$ cat config.mk
export PLATFORM = sky130hd
export DESIGN_NAME = proc_trace_buf
export DESIGN_NICKNAME = d
export VERILOG_FILES = /design/src/rtl/proc_trace_buf.sv
export SDC_FILE = /design/constraint.sdc
export NUM_CORES = 1
export LEC_CHECK = 0
export ABC_CLOCK_PERIOD_IN_PS = 11700
export CORE_MARGIN = 2
export CORE_UTILIZATION = 60
export DETAILED_ROUTE_END_ITERATION = 6
export HOLD_SLACK_MARGIN = 0.02
export PLACE_DENSITY = 0.91
export SYNTH_ARGS = -nofsm -noshare
export SYNTH_HDL_FRONTEND = slang
export SYNTH_SLANG_ARGS = --single-unit
$ cat constraint.sdc
create_clock -name clk -period 11.7 [get_ports clk]
set_input_delay 2.925 -clock clk [delete_from_list [all_inputs] [get_ports clk]]
set_output_delay 2.925 -clock clk [all_outputs]
set_load 0.05 [all_outputs]
$ cat src/rtl/proc_trace_buf.sv
// Purpose: filtered retired-instruction trace capture into a circular buffer, with readout in oldest-first order.
// Latency: a captured record shows in count one cycle after its edge; readout data is combinational from storage.
// Backpressure: readout pops only on rd_val & rd_rdy; a full buffer overwrites the oldest record (WRAP=1) or stops capture (WRAP=0).
module proc_trace_buf #(
  parameter int DEPTH = 16,
  parameter bit WRAP  = 1'b1,
  parameter int CW    = $clog2(DEPTH) + 1
) (
  input  logic          clk,
  input  logic          rst,
  input  logic          trace_val,
  input  logic [31:0]   trace_addr,
  input  logic [31:0]   trace_inst,
  input  logic [31:0]   trace_data,
  input  logic [1:0]    cfg_mode,
  input  logic [31:0]   cfg_lo,
  input  logic [31:0]   cfg_hi,
  input  logic          arm,
  input  logic          stop,
  input  logic          rd_rdy,
  output logic          rd_val,
  output logic [31:0]   rd_addr,
  output logic [31:0]   rd_inst,
  output logic [31:0]   rd_data,
  output logic [CW-1:0] count,
  output logic          overflow,
  output logic [1:0]    state
);

  localparam int AW = $clog2(DEPTH);

  typedef struct packed {
    logic [31:0] addr;
    logic [31:0] inst;
    logic [31:0] data;
  } rec_t;

  typedef enum logic [1:0] {
    S_IDLE    = 2'b00,
    S_CAPTURE = 2'b01,
    S_DONE    = 2'b10
  } state_t;

  rec_t          mem [DEPTH];
  rec_t          rec_in;
  rec_t          rec_out;
  state_t        st;
  logic [AW-1:0] wr_ptr;
  logic [AW-1:0] rd_ptr;
  logic [CW-1:0] cnt;
  logic          filt_pass;
  logic          qual;
  logic          full;
  logic          wr_en;
  logic          ovf_q;

  // Capture filter: mode 11 behaves like mode 00; an inverted window matches nothing.
  always_comb begin
    filt_pass = 1'b1;
    case (cfg_mode)
      2'b01:   filt_pass = (trace_inst[6:0] == 7'b0100011);
      2'b10:   filt_pass = (trace_addr >= cfg_lo) && (trace_addr <= cfg_hi);
      default: filt_pass = 1'b1;
    endcase
  end

  assign rec_in = '{addr: trace_addr, inst: trace_inst, data: trace_data};
  assign qual   = (st == S_CAPTURE) && trace_val && filt_pass;
  assign full   = (cnt == CW'(DEPTH));
  // A re-arm (arm without stop) discards the record of that cycle; a full non-wrapping buffer drops it.
  assign wr_en  = qual && (stop || !arm) && (!full || WRAP);

  // Record storage; contents are never cleared, pointers and count define validity.
  always_ff @(posedge clk) begin
    if (wr_en) begin
      mem[wr_ptr] <= rec_in;
    end
  end

  // Control FSM: capture bookkeeping, overflow tracking and readout pops.
  always_ff @(posedge clk) begin
    if (!rst) begin
      st     <= S_IDLE;
      cnt    <= '0;
      wr_ptr <= '0;
      rd_ptr <= '0;
      ovf_q  <= 1'b0;
    end else begin
      case (st)
        S_IDLE: begin
          if (arm) begin
            cnt    <= '0;
            wr_ptr <= '0;
            rd_ptr <= '0;
            ovf_q  <= 1'b0;
            st     <= S_CAPTURE;
          end
        end
        S_CAPTURE: begin
          if (arm && !stop) begin
            cnt    <= '0;
            wr_ptr <= '0;
            rd_ptr <= '0;
            ovf_q  <= 1'b0;
          end else begin
            if (qual) begin
              if (!full) begin
                wr_ptr <= wr_ptr + AW'(1);
                cnt    <= cnt + CW'(1);
              end else if (WRAP) begin
                wr_ptr <= wr_ptr + AW'(1);
                rd_ptr <= rd_ptr + AW'(1);
                ovf_q  <= 1'b1;
              end else begin
                ovf_q  <= 1'b1;
                st     <= S_DONE;
              end
            end
            if (stop) begin
              st <= S_DONE;
            end
          end
        end
        S_DONE: begin
          if (arm) begin
            cnt    <= '0;
            wr_ptr <= '0;
            rd_ptr <= '0;
            ovf_q  <= 1'b0;
            st     <= S_CAPTURE;
          end else if (cnt == '0) begin
            st <= S_IDLE;
          end else if (rd_rdy) begin
            rd_ptr <= rd_ptr + AW'(1);
            cnt    <= cnt - CW'(1);
          end
        end
        default: st <= S_IDLE;
      endcase
    end
  end

  // Readout view: oldest record straight from storage, valid only while draining.
  assign rec_out  = mem[rd_ptr];
  assign rd_val   = (st == S_DONE) && (cnt != '0);
  assign rd_addr  = rec_out.addr;
  assign rd_inst  = rec_out.inst;
  assign rd_data  = rec_out.data;
  assign count    = cnt;
  assign overflow = ovf_q;
  assign state    = st;

endmodule
### Signal wires on met1

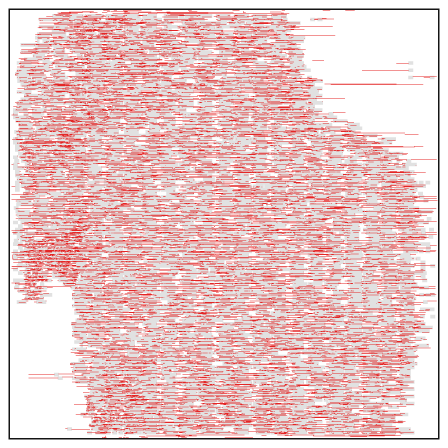
wire length on this layer: 54.0 mm
main direction: horizontal
share of all routed wire: 33%
nets with wire on the layer: 3010

### M2 wires

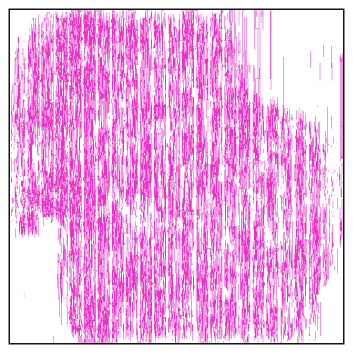
wire length on this layer: 84.4 mm
nets with wire on the layer: 3039
share of all routed wire: 51%
longest straight run: 102 um

### M3 wires

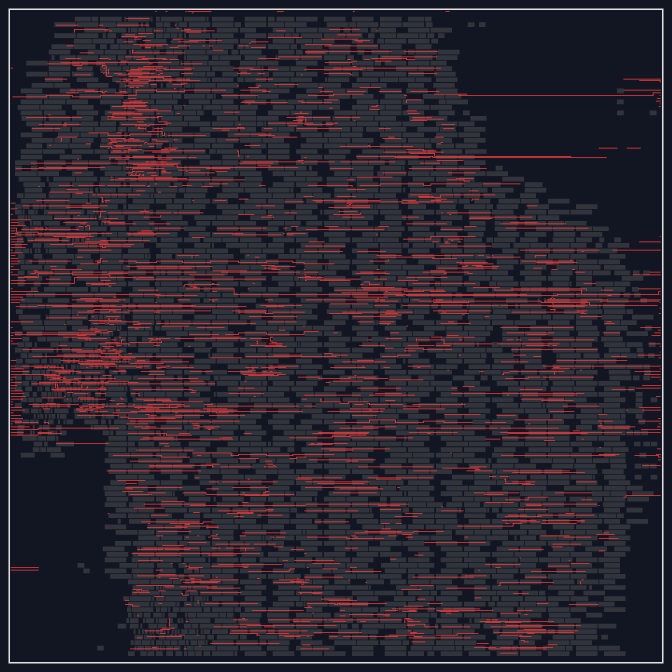
share of all routed wire: 11%
wire length on this layer: 17400 um
longest straight run: 144 um
main direction: horizontal
nets with wire on the layer: 707

## per-layer routing
metal | up-vias | track usage
met2 | 2601 | 0.5408
met3 | 510 | 0.07285
met5 | - | 0
met4 | 18 | 0.1601
li1 | 11610 | -
met1 | 16090 | 0.4136
## layout make-up
| type | instances | area, um2 | area share |
|---|---|---|---|
| sequential | 1556 | 46540 | 0.6675 |
| multi-input combinational | 806 | 13310 | 0.1909 |
| clock buffer | 182 | 3915 | 0.05615 |
| timing repair buffer | 303 | 3143 | 0.04508 |
| tap | 1298 | 1624 | 0.02329 |
| clock inverter | 81 | 878.3 | 0.01260 |
| inverter | 76 | 285.3 | 0.004092 |
| antenna | 11 | 27.53 | 0.0003948 |
## metrics by stage
step / total power, uW / setup slack (ns) / util / area [um2]
after CTS: 11870 / 3.386 / 0.6969 / 69690
after floorplan: 6753 / 2.366 / - / 60420
after detailed placement: 7070 / 2.705 / 0.6490 / 64900
after global routing: 12090 / 3.247 / 0.6972 / 69720
final: 11840 / 3.258 / 0.6972 / 69720
after global placement: 7026 / 2.925 / 0.6490 / 64900
## power by group
| part | total, uW | internal (uW) | switching [uW] |
|---|---|---|---|
| sequential | 6170 | 6150 | 19.4 |
| clock | 4850 | 2710 | 2150 |
| combinational | 815 | 327 | 488 |
## cells in the mapped netlist, types with 2 or more instances
| cell | number |
|---|---|
| a31oi_1 | 2 |
| or3_1 | 6 |
| a21o_1 | 7 |
| o211ai_1 | 2 |
| nor3_1 | 6 |
| o32ai_1 | 4 |
| a32o_1 | 2 |
| o22ai_1 | 4 |
| a22oi_1 | 3 |
| and3_1 | 2 |
| dfxtp_1 | 20 |
| a221oi_1 | 2 |
| clkbuf_1 | 79 |
| nand4_1 | 11 |
| o21a_1 | 2 |
| edfxtp_1 | 1536 |
| or4_1 | 2 |
| or4b_1 | 2 |
| a21oi_2 | 2 |
| a211o_1 | 2 |
| a21oi_1 | 34 |
| buf_1 | 32 |
| xor2_1 | 2 |
| nor2_1 | 46 |
| nor2b_1 | 6 |
| nand3_1 | 13 |
| o221ai_1 | 2 |
| ha_1 | 78 |
| and2_1 | 2 |
| inv_1 | 76 |
| nand3b_1 | 2 |
| mux4_2 | 480 |
| nand2b_1 | 4 |
| a221o_1 | 2 |
| o21ai_0 | 13 |
| mux2i_1 | 6 |
| nand2_1 | 37 |
## critical path, delay by kind of cell
kind	cells	cell delay (ns)
simple gates	5	2.92
buf+inv	2	1.51
compound gates	4	0.76
fa+ha+maj	1	0.61
## registers in the layout, summed over array words and instances, names as in the netlist, named ones only
name      cells
mem        1536
count         5
rd_ptr        4
wr_ptr        4
state         2
overflow      1
## logic make-up (layout without fill, tap and decap cells)
family                     Yosys count  count (layout)  synth area share
adders and majority gates           78              78           0.01615
xor gates and xnor gates             2               2         0.0002900
AOI/OAI and AO/OA                   94              94           0.01015
buffers and inverters              188             642           0.01170
and+or+nand+nor                    145             145           0.01160
DFF                               1556            1556            0.7700
other                                0              11                 0
muxes                              487             487            0.1801
==> GITHUB_STEP_SUMMARY <==
### Yosys + OpenROAD results

| Metric | Value |
|---|---|
| Largest net degree at the start of global routing | 175 |
| Number of buffers inserted by post-CTS setup repair | 0 |
| Outcome | completed |
| Hold_buf cts | 0 |
| Top cells by area | edfxtp_1 (76%), mux4_2 (18%), ha_1 (1.6%), dfxtp_1 (0.66%), clkbuf_1 (0.49%) |
| Clock insertion delay at the later pin of the skew report | 0.77 ns |
| Vias in the first global route | 32370 |
| CP Cell Sequence | clkdlybuf4s50_1, ha_1, nand4_1, nor4_1, a22oi_1, o211ai_1, a31oi_1, o21ai_2, nor2b_1, nand2_1, nor2_4, buf_4 |
| Placed insts | 4039 |
| Gr usage total | 0.3263 |
| Synthesis-to-finish area growth | 15.39% |
| Initial antenna violation count | 22 |
| Average vias per placed instance | 7.149 |
| Post-synth regs | 1556 |
| Met2 WL post-DR | 84.39 mm |
| Share of cells above drive strength 1 | 0.2463 |
| Chip width | 321.3 um |
| Core ar. | 100000 um2 |
| Hold Crit Start | rd_ptr[3] |
| Async SR Flop Fraction | 0 |
| CTS tree | built |
| Hold Fails Final Rpt | 0 |
| Pre-antenna DRT Iters | 6 |
| H-tree Lvls | 4 |
| Worst-path maximum fanout | 43 |
| Worst r2r dst | mem[4][41] |
| Cell area power density | 169.8 nW/um2 |
| Yosys synthesis chip area | 60420 um2 |
| Setup crit end | mem[4][41] |
| Yosys top cell by area | edfxtp_1 |
| Fillers | 5223 |
| Hold slack | 0.5095 ns |
| Yosys Instances | 2550 |
| CP Class | in2reg |
| Flip-flops with a built-in enable | 1536 |
| Ys Warns | 0 |
| Std-Cell Rows | 116 |
| Arrival @ worst endpoint | 8.82 ns |
| Highest metal used | met5 |
Power figures rest on the tool's default switching activity, not on a simulated workload.
